**src/rtl/rom_pkg.sv**
```systemverilog
// Shared types and sizing helpers for the ROM with wait-state handshake.
package rom_pkg;

  typedef enum logic [1:0] {StIdle, StWait, StDone} state_e;

  localparam int unsigned CntWidth = 4;

  function automatic int unsigned idx_width(input int unsigned depth);
    return (depth <= 1) ? 1 : $clog2(depth);
  endfunction

endpackage

```
**src/rtl/rom_array.sv**
```systemverilog
// Word storage: synchronous write, asynchronous read, never reset so contents survive a CPU reset.
module rom_array #(
  parameter int unsigned DataWidth = 16,
  parameter int unsigned Depth     = 32,
  parameter int unsigned IdxWidth  = 5
) (
  input  logic                 clk_i,
  input  logic                 wr_en_i,
  input  logic [IdxWidth-1:0]  wr_idx_i,
  input  logic [DataWidth-1:0] wr_data_i,
  input  logic [IdxWidth-1:0]  rd_idx_i,
  output logic [DataWidth-1:0] rd_data_o
);

  logic [DataWidth-1:0] mem_q [Depth];

  always_ff @(posedge clk_i) begin
    if (wr_en_i) begin
      mem_q[wr_idx_i] <= wr_data_i;
    end
  end

  assign rd_data_o = mem_q[rd_idx_i];

endmodule

```
**src/rtl/rom_memory.sv**
```systemverilog
// Parametrised ROM with req/ready handshake, configurable wait states and a programming port.
module rom_memory
  import rom_pkg::*;
#(
  parameter int unsigned DATA_WIDTH  = 16,
  parameter int unsigned ADDR_WIDTH  = 16,
  parameter int unsigned DEPTH       = 32,
  parameter int unsigned WAIT_STATES = 2
) (
  input  logic                  clk,
  input  logic                  rst,
  input  logic                  req,
  input  logic [ADDR_WIDTH-1:0] addr,
  output logic [DATA_WIDTH-1:0] data,
  output logic                  ready,
  output logic                  error,
  input  logic                  prog_we,
  input  logic [ADDR_WIDTH-1:0] prog_addr,
  input  logic [DATA_WIDTH-1:0] prog_data,
  output logic                  prog_busy
);

  localparam int unsigned IdxW = idx_width(DEPTH);
  // One extra bit so DEPTH == 2**ADDR_WIDTH is representable.
  localparam logic [ADDR_WIDTH:0] DepthExt = (ADDR_WIDTH + 1)'(DEPTH);

  state_e                state_q, state_d;
  logic [CntWidth-1:0]   cnt_q, cnt_d;
  logic [ADDR_WIDTH-1:0] addr_q, addr_d;
  logic [DATA_WIDTH-1:0] data_q, data_d;

  logic [ADDR_WIDTH-1:0] rd_addr;
  logic                  rd_in_range;
  logic                  prog_in_range;
  logic                  wr_en;
  logic [DATA_WIDTH-1:0] rd_data;

  // In IDLE the address is being latched this edge, so read through it directly.
  assign rd_addr       = (state_q == StIdle) ? addr : addr_q;
  assign rd_in_range   = {1'b0, rd_addr} < DepthExt;
  assign prog_in_range = {1'b0, prog_addr} < DepthExt;
  assign wr_en         = prog_we && !rst && (state_q == StIdle) && !req && prog_in_range;

  rom_array #(
    .DataWidth(DATA_WIDTH),
    .Depth    (DEPTH),
    .IdxWidth (IdxW)
  ) u_array (
    .clk_i    (clk),
    .wr_en_i  (wr_en),
    .wr_idx_i (prog_addr[IdxW-1:0]),
    .wr_data_i(prog_data),
    .rd_idx_i (rd_addr[IdxW-1:0]),
    .rd_data_o(rd_data)
  );

  always_ff @(posedge clk) begin
    if (rst) begin
      state_q <= StIdle;
      cnt_q   <= '0;
      addr_q  <= '0;
      data_q  <= '0;
    end else begin
      state_q <= state_d;
      cnt_q   <= cnt_d;
      addr_q  <= addr_d;
      data_q  <= data_d;
    end
  end

  always_comb begin
    state_d = state_q;
    cnt_d   = cnt_q;
    addr_d  = addr_q;
    data_d  = data_q;
    unique case (state_q)
      StIdle: begin
        if (req) begin
          addr_d = addr;
          if (WAIT_STATES == 0) begin
            state_d = StDone;
          end else begin
            state_d = StWait;
            cnt_d   = CntWidth'(WAIT_STATES - 1);
          end
        end
      end
      StWait: begin
        if (cnt_q == '0) begin
          state_d = StDone;
        end else begin
          cnt_d = cnt_q - 1'b1;
        end
      end
      StDone:  state_d = StIdle;
      default: state_d = StIdle;
    endcase
    if (state_d == StDone && state_q != StDone) begin
      data_d = rd_in_range ? rd_data : '0;
    end
  end

  always_comb begin
    data      = data_q;
    ready     = (state_q == StDone);
    error     = (state_q == StDone) && !rd_in_range;
    prog_busy = prog_we && ((state_q != StIdle) || req);
  end

endmodule

```
**config.mk**
```make
export PLATFORM = sky130hd
export DESIGN_NAME = rom_memory
export DESIGN_NICKNAME = d
export VERILOG_FILES = /design/src/rtl/rom_pkg.sv /design/src/rtl/rom_array.sv /design/src/rtl/rom_memory.sv
export SDC_FILE = /design/constraint.sdc
export NUM_CORES = 1
export LEC_CHECK = 0
export CORE_MARGIN = 2
export CORE_UTILIZATION = 35
export CTS_BUF_LIST = sky130_fd_sc_hd__clkbuf_8
export DETAILED_ROUTE_END_ITERATION = 16
export PLACE_DENSITY = 0.59
export SETUP_SLACK_MARGIN = 0.15
export SLEW_MARGIN = 20
export SYNTH_ARGS = -nofsm -noshare
export SYNTH_HDL_FRONTEND = slang
export SYNTH_HIERARCHICAL = 1
export SYNTH_SLANG_ARGS = --single-unit
```
**constraint.sdc**
```tcl
create_clock -name clk -period 3.6 [get_ports clk]
set_input_delay 1.08 -clock clk [delete_from_list [all_inputs] [get_ports clk]]
set_output_delay 1.08 -clock clk [all_outputs]
set_load 0.005 [all_outputs]
```
==> run summary, run 1 <==
run metrics: Iteration-0 DRC Markers=1104, CP endpoint kind=output port, io pins=71, Worst VDD drop=0.224 mV, OpenROAD warnings=28, HPWL after DPL=32900 microns, number of flops mapped to enable cells by yosys=512, Buffers on Ports=70, vias=12.2k, FMAX=296 MHz, top logic cells by instance count in the layout=512 x edfxtp_1, 256 x mux2i_1, 97 x clkbuf_8, most frequent cell after synthesis=edfxtp_1, final setup violation count=0, yosys xor share=0.000806, largest net degree at the start of global routing=80, Yosys reg bits=550, Placed Cells=2251, Top Layer Used=met4, layout cells sized above 1=0.168, main area contributors=edfxtp_1 71%, mux2i_1 12%, dfxtp_1 3.5%, Floorplan Utilization=0.353, Worst-Margin Slew=1.08 ns, Worst Path Required=2.52 ns, syn_nets=1342, CTS buffer count=89, Top delay family on crit path=buffers and inverters, critical path's most frequent cell=dlygate4sd2_1, HP Class=flip-flop to flip-flop, Buf/Inv on CP=3, status=finished clean, first-pass GRT wire length=79200 microns, Hold Slack=0.456 ns, critical path startpoint category=input port, Logic family by area=multiplexers, clock sink count=550, total power=13600 uW, critical path arrival=2.29 ns, routed length on met2=25400 microns, worst setup margin=0.227 ns, Nets=1559, top cells by count=512 x edfxtp_1, 256 x mux2i_1, 66 x nand2_1, grt ovf=0, Via density=5.03, post-route cell area=26100 sq um, Avg Inst Size Synth=16.9 sq um, Die Ht=253 microns, met1 usage in global routing=0.229, Adder Share, Synth=0.00115, Hold Vio Cnt, Final=0, worst-path cell with the longest stage delay=nor4_1, DP Area=24400 sq um, vias in the first global route=12.4k, ys flop type=edfxtp_1, Comb gate area=5070 sq um, Die W=253 microns, PwrDens=520 nW/um^2, worst-path fanout max=2, wire length on met3=3970 microns, Simple Share, Synth=0.0495, ys cells=1288, Insertion Delay late pin=0.67 ns, Yosys chip area=21700 sq um, Post-Syn Area=21700 sq um, Max Cap Violations=0, clock-pin slew on the worst setup and hold paths=0.06 ns, fin cells=2416, CP cell instances=dlygate4sd2_1, nor4_1, buf_4, nand4_4, and3_4, dlygate4sd2_1, distinct cell type count after synthesis=43, RSZ-0062 raised after global routing=false, CTS tree=yes, Remaining DRCs=0, FILL cells=5531, slew margin rel.=0.279, Syn Inst Count=1288, Clock Path Buffers=3, Async SR Flop Fraction=0, Layout Area Growth over Synthesis=19.9%, met3 Use GR=0.0402, CTS Root Cell=clkbuf_8, row count=91, Pre-Repair DR Iteration Count=5, worst slack at placement=-0.211 ns, yosys warns=6, Complex Gates by Area=0.0585, M1 wire length=23000 microns, Commonest Layout Cell=edfxtp_1, Period minus WS final=3.37 ns, leading area contributor after synthesis=edfxtp_1, Core Box Area=61600 sq um, setup TNS=0 ns, cycle use final=0.937, GR met2 Demand/Resource=0.272, H-tree lvl count=3, largest stage delay on the critical path=0.27 ns, busiest layer in global routing=met2, crit path kind=input port to output port, static leakage=0.00904 uW, hold_buf cts=0, DRT antenna net count=0, Routability Congestion=0.801, initial antenna violation count=1, MUX share of area=0.121, final slew viol count=0, die footprint=64100 sq um, sequential cell area fraction in the yosys report=0.742, Top-area cell share=0.707
[run 1: kinds of logic after synthesis]
logic type,count (synthesis)
flops,550
mux,262
xor+xnor,2
fa+ha+maj,2
compound gates,179
simple gates,216
buf+inv,77
[run 1: flip-flops by register name, summed over array words and instances (netlist names)]
name and flops:
addr_q 16, cnt_q 4, data 16, state_q 2
u_array/mem_q 512
[run 1: where the power goes]
group          switching, uW  internal [uW]  leakage (uW)
clock network           2410           2620      0.000976
registers               12.2           7000       0.00491
logic                    902            606       0.00315
total                   3330          10200       0.00904
[run 1: worst paths after layout]
kind / start / end / slack [ns] / cells past startpoint
worst max register to register: state_q[1]$_SDFF_PP0_ / data[8]$_SDFFE_PP0P_ / 0.61 / 10
worst max-delay path: addr[12] / error / 0.23 / 6
worst min-delay path: addr_q[15]$_SDFFE_PP0P_ / addr_q[15]$_SDFFE_PP0P_ / 0.46 / 2
worst min register to register: addr_q[15]$_SDFFE_PP0P_ / addr_q[15]$_SDFFE_PP0P_ / 0.46 / 2
[run 1: worst min-delay path: cells and delay by family, from the launching register on]
kind               cells  cell delay (ns)
AOI/OAI and AO/OA      1             0.05
DFF                    1             0.31
and+or+nand+nor        1             0.05
[run 1: area by class of cell]
| type | instances | share of cell area |
|---|---|---|
| Clock inverter | 66 | 0.0130 |
| Inverter | 2 | 0.000288 |
| Tap cell | 837 | 0.0402 |
| Antenna cell | 2 | 0.000192 |
| Clock buffer | 97 | 0.0512 |
| Timing Repair Buffer | 201 | 0.0816 |
| Multi-Input combinational cell | 661 | 0.194 |
| Sequential cell | 550 | 0.619 |
[run 1: timing repair]
action | in CTS | in global routing
buffers inserted | 0 | 0
setup endpoints to repair | 1 | 1
pin swaps | 4 | 1
gates resized | 11 | 3
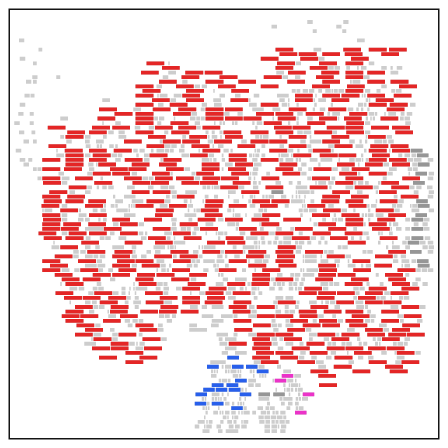
*Sequential cells coloured by netlist name, run 1*
Key: magenta = cnt_q [placed flops 4]; blue = addr_q [placed flops 16, where bottom middle]; red = u_array/mem_q [placed flops 512]
Another 18 sequential cells are not coloured.
flop share of the area: 0.619
Sequential Power: 7010 uW
final core occ: 0.423
Storage cell area: 16100 sq um

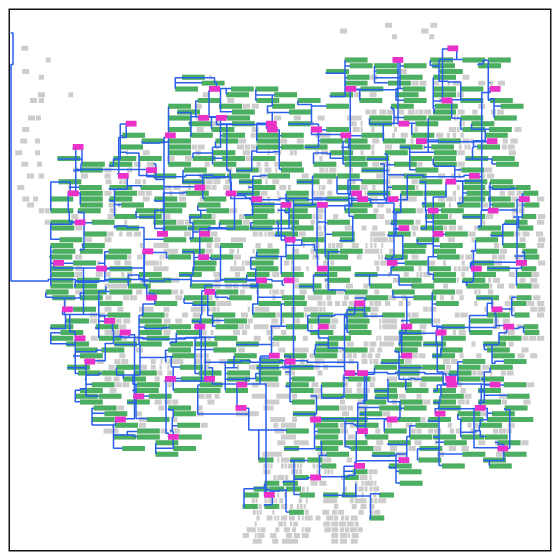
*Routed clock nets over the placement, run 1*
Key: green = flip-flops [count 550]; blue = clock wires [length 6790 microns]; magenta = clock drivers [count 89]
There are 90 routed clock nets.
Clk power: 5040 uW
clock skew: 0.0296 ns
clock share of power: 0.372

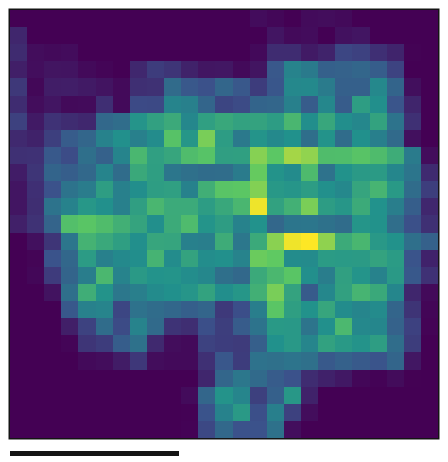
*Signal metal coverage by tile, run 1*
The bar under the picture is 100 microns long. 25 x 25 tiles, from dark purple (low) to yellow (high), scaled to the fullest tile. Values are wire area over tile area, all layers added.
23% of the tiles are over half the peak. 25% of the tiles are nearly empty. The densest ninth of the die: middle. The fullest tile reaches 0.47. The mean over all tiles is 0.13. The emptiest ninth of the die: bottom left.
wire per inst: 22.1 microns
drt total wl: 53500 microns
GRT Total Usage: 0.169

## Run 2: what changed since run 1
--- a/config.mk
+++ b/config.mk
@@ -9,6 +9,7 @@
 export CORE_UTILIZATION = 35
 export CTS_BUF_LIST = sky130_fd_sc_hd__clkbuf_8
 export DETAILED_ROUTE_END_ITERATION = 16
+export HOLD_SLACK_MARGIN = 0.12
 export PLACE_DENSITY = 0.59
 export SETUP_SLACK_MARGIN = 0.15
 export SLEW_MARGIN = 20
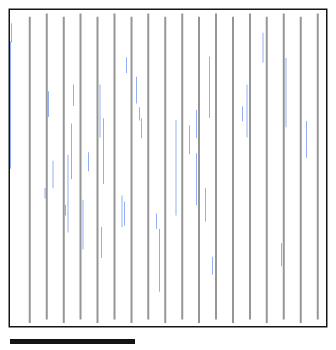
*Metal 4, run 2*
The bar under the picture is 100 microns long. Supply wires on this layer in grey.
16 nets have wire on it. The layer carries 1070 microns of wire. The layer holds 2.0% of the routed length.
vias: 12.2k

==> run summary, run 2 <==
run metrics: hold_buf cts=0 (unchanged), clock sink count=550 (unchanged), Top reg by flops=u_array/mem_q, HP Class=flip-flop to flip-flop, Die W=253 microns (unchanged), largest net degree at the start of global routing=80 (unchanged), CP cell instances=dlygate4sd2_1, nor4_1, buf_4, nand4_4, and3_4, dlygate4sd2_1, PwrDens=520 nW/um^2 (unchanged), GR met2 Demand/Resource=0.272 (unchanged), Post-Syn Area=21700 sq um (unchanged), FMAX=296 MHz (unchanged), Async SR Flop Fraction=0 (unchanged), status=finished clean, distinct cell type count after synthesis=43 (unchanged), number of flops mapped to enable cells by yosys=512 (unchanged), Max Cap Violations=0 (unchanged), Worst VDD drop=0.224 mV (unchanged), static leakage=0.00904 uW (unchanged), Floorplan Utilization=0.353 (unchanged), top logic cells by instance count in the layout=512 x edfxtp_1, 256 x mux2i_1, 97 x clkbuf_8, OpenROAD warnings=28 (unchanged), Yosys reg bits=550 (unchanged), main area contributors=edfxtp_1 71%, mux2i_1 12%, dfxtp_1 3.5%, drt total wl=53500 microns (unchanged), critical path arrival=2.29 ns (about the same), Buf/Inv on CP=3 (unchanged), wire per inst=22.1 microns (unchanged), busiest layer in global routing=met2, Die Ht=253 microns (unchanged), die footprint=64100 sq um (unchanged), critical path's most frequent cell=dlygate4sd2_1, clock-pin slew on the worst setup and hold paths=0.06 ns (about the same), Post-CTS Setup Inserts=0 (unchanged), met3 Use GR=0.0402 (unchanged), most frequent cell after synthesis=edfxtp_1, final core occ=0.423 (unchanged), cycle use final=0.937 (unchanged), Complex Gates by Area=0.0585 (unchanged), top cells by count=512 x edfxtp_1, 256 x mux2i_1, 66 x nand2_1, initial antenna violation count=1 (unchanged), Core Box Area=61600 sq um (unchanged), final slew viol count=0 (unchanged), RSZ-0062 raised after global routing=false, sequential cell area fraction in the yosys report=0.742 (unchanged), Top delay family on crit path=buffers and inverters, Yosys chip area=21700 sq um (unchanged), GRT Total Usage=0.169 (unchanged), ys flop type=edfxtp_1, Logic family by area=multiplexers, final setup violation count=0 (unchanged), Adder Share, Synth=0.00115 (unchanged), Avg Inst Size Synth=16.9 sq um (unchanged), first-pass GRT wire length=79200 microns (unchanged), MUX share of area=0.121 (unchanged), Commonest Layout Cell=edfxtp_1, worst-path fanout max=2 (unchanged), Insertion Delay late pin=0.67 ns (about the same), clock skew=0.0296 ns (unchanged), max reg flops=512 (unchanged), Top-area cell share=0.707 (unchanged), Remaining DRCs=0 (unchanged), post-route cell area=26100 sq um (unchanged), vias in the first global route=12.4k (unchanged), HPWL after DPL=32900 microns (unchanged), Layout Area Growth over Synthesis=19.9% (unchanged), Clock Path Buffers=3 (unchanged), CTS buffer count=89 (unchanged), Worst-Margin Slew=1.08 ns (unchanged), CTS tree=yes, DP Area=24400 sq um (unchanged), Worst Path Required=2.52 ns (about the same), leading area contributor after synthesis=edfxtp_1, ys cells=1288 (unchanged), grt ovf=0 (unchanged), yosys warns=6 (unchanged), row count=91 (unchanged), io pins=71 (unchanged), Routability Congestion=0.801 (unchanged), slew margin rel.=0.279 (unchanged), Iteration-0 DRC Markers=1104 (unchanged), H-tree lvl count=3 (unchanged), Period minus WS final=3.37 ns (unchanged), CTS resizes=11 (unchanged), Simple Share, Synth=0.0495 (unchanged), layout cells sized above 1=0.168 (unchanged), critical path startpoint category=input port, Pre-Repair DR Iteration Count=5 (unchanged), yosys xor share=0.000806 (unchanged), DRT antenna net count=0 (unchanged), crit path kind=input port to output port, Hold Vio Cnt, Final=0 (unchanged), Buffers on Ports=70 (unchanged), Nets=1559 (unchanged), Via density=5.03 (unchanged), CTS Root Cell=clkbuf_8, largest stage delay on the critical path=0.27 ns (about the same), syn_nets=1342 (unchanged), met1 usage in global routing=0.229 (unchanged), worst-path cell with the longest stage delay=nor4_1, Syn Inst Count=1288 (unchanged), CP endpoint kind=output port
[run 2: cell counts after synthesis]
No cell type changed its count.
[run 2: metal layers]
metal,vias to the layer above,wire (microns)
met5,-,0
met4,0,1070
met3,84,3970
met2,379,25400
met1,6147,23000
li1,5544,-
[run 2: power by group]
part           internal, uW  switching, uW
Combinational           606            902
Sequential             7000           12.2
Clock                  2620           2410
[run 2: layout make-up]
cell class,instances,area (sq um)
Fill cell,5531,35500
Sequential cell,550,16100
Multi-Input combinational cell,661,5070
Timing Repair Buffer,201,2130
Clock buffer,97,1340
Tap cell,837,1050
Clock inverter,66,339
Inverter,2,7.51
Antenna cell,2,5.00
[run 2: cell families (layout without fill, tap and decap cells)]
group           Yosys count  after routing
buf+inv                  77            366
other cells               0              2
compound gates          179            179
xor+xnor                  2              2
flops                   550            550
simple gates            216            216
fa+ha+maj                 2              2
mux                     262            262
[run 2: path summary, 6_finish.rpt]
check	startpoint	end	slack, ns	cells after the start
min reg2reg	addr_q[15]$_SDFFE_PP0P_	addr_q[15]$_SDFFE_PP0P_	0.46	2
min	addr_q[15]$_SDFFE_PP0P_	addr_q[15]$_SDFFE_PP0P_	0.46	2
max	addr[12]	error	0.23	6
max reg2reg	state_q[1]$_SDFF_PP0_	data[8]$_SDFFE_PP0P_	0.61	10
[run 2: through the flow]
step	setup slack [ns]	std cells	hold WS [ns]	TNS [ns]	total power [uW]
floorplan	0.0271	1288	0.434	0	8020
global placement	-0.258	2251	0.441	-12.61	8640
detailed placement	-0.211	2251	0.450	-17.05	8660
CTS	0.157	2414	0.457	0	13700
global route	0.162	2416	0.476	0	14100
finish	0.227	2416	0.456	0	13600
[run 2: worst min-delay path: stages (launching register included)]
cell	delay [ns]
dfxtp_1	0.31
nand2_1	0.05
a21oi_1	0.05
Power is estimated from default activity; no workload was simulated.
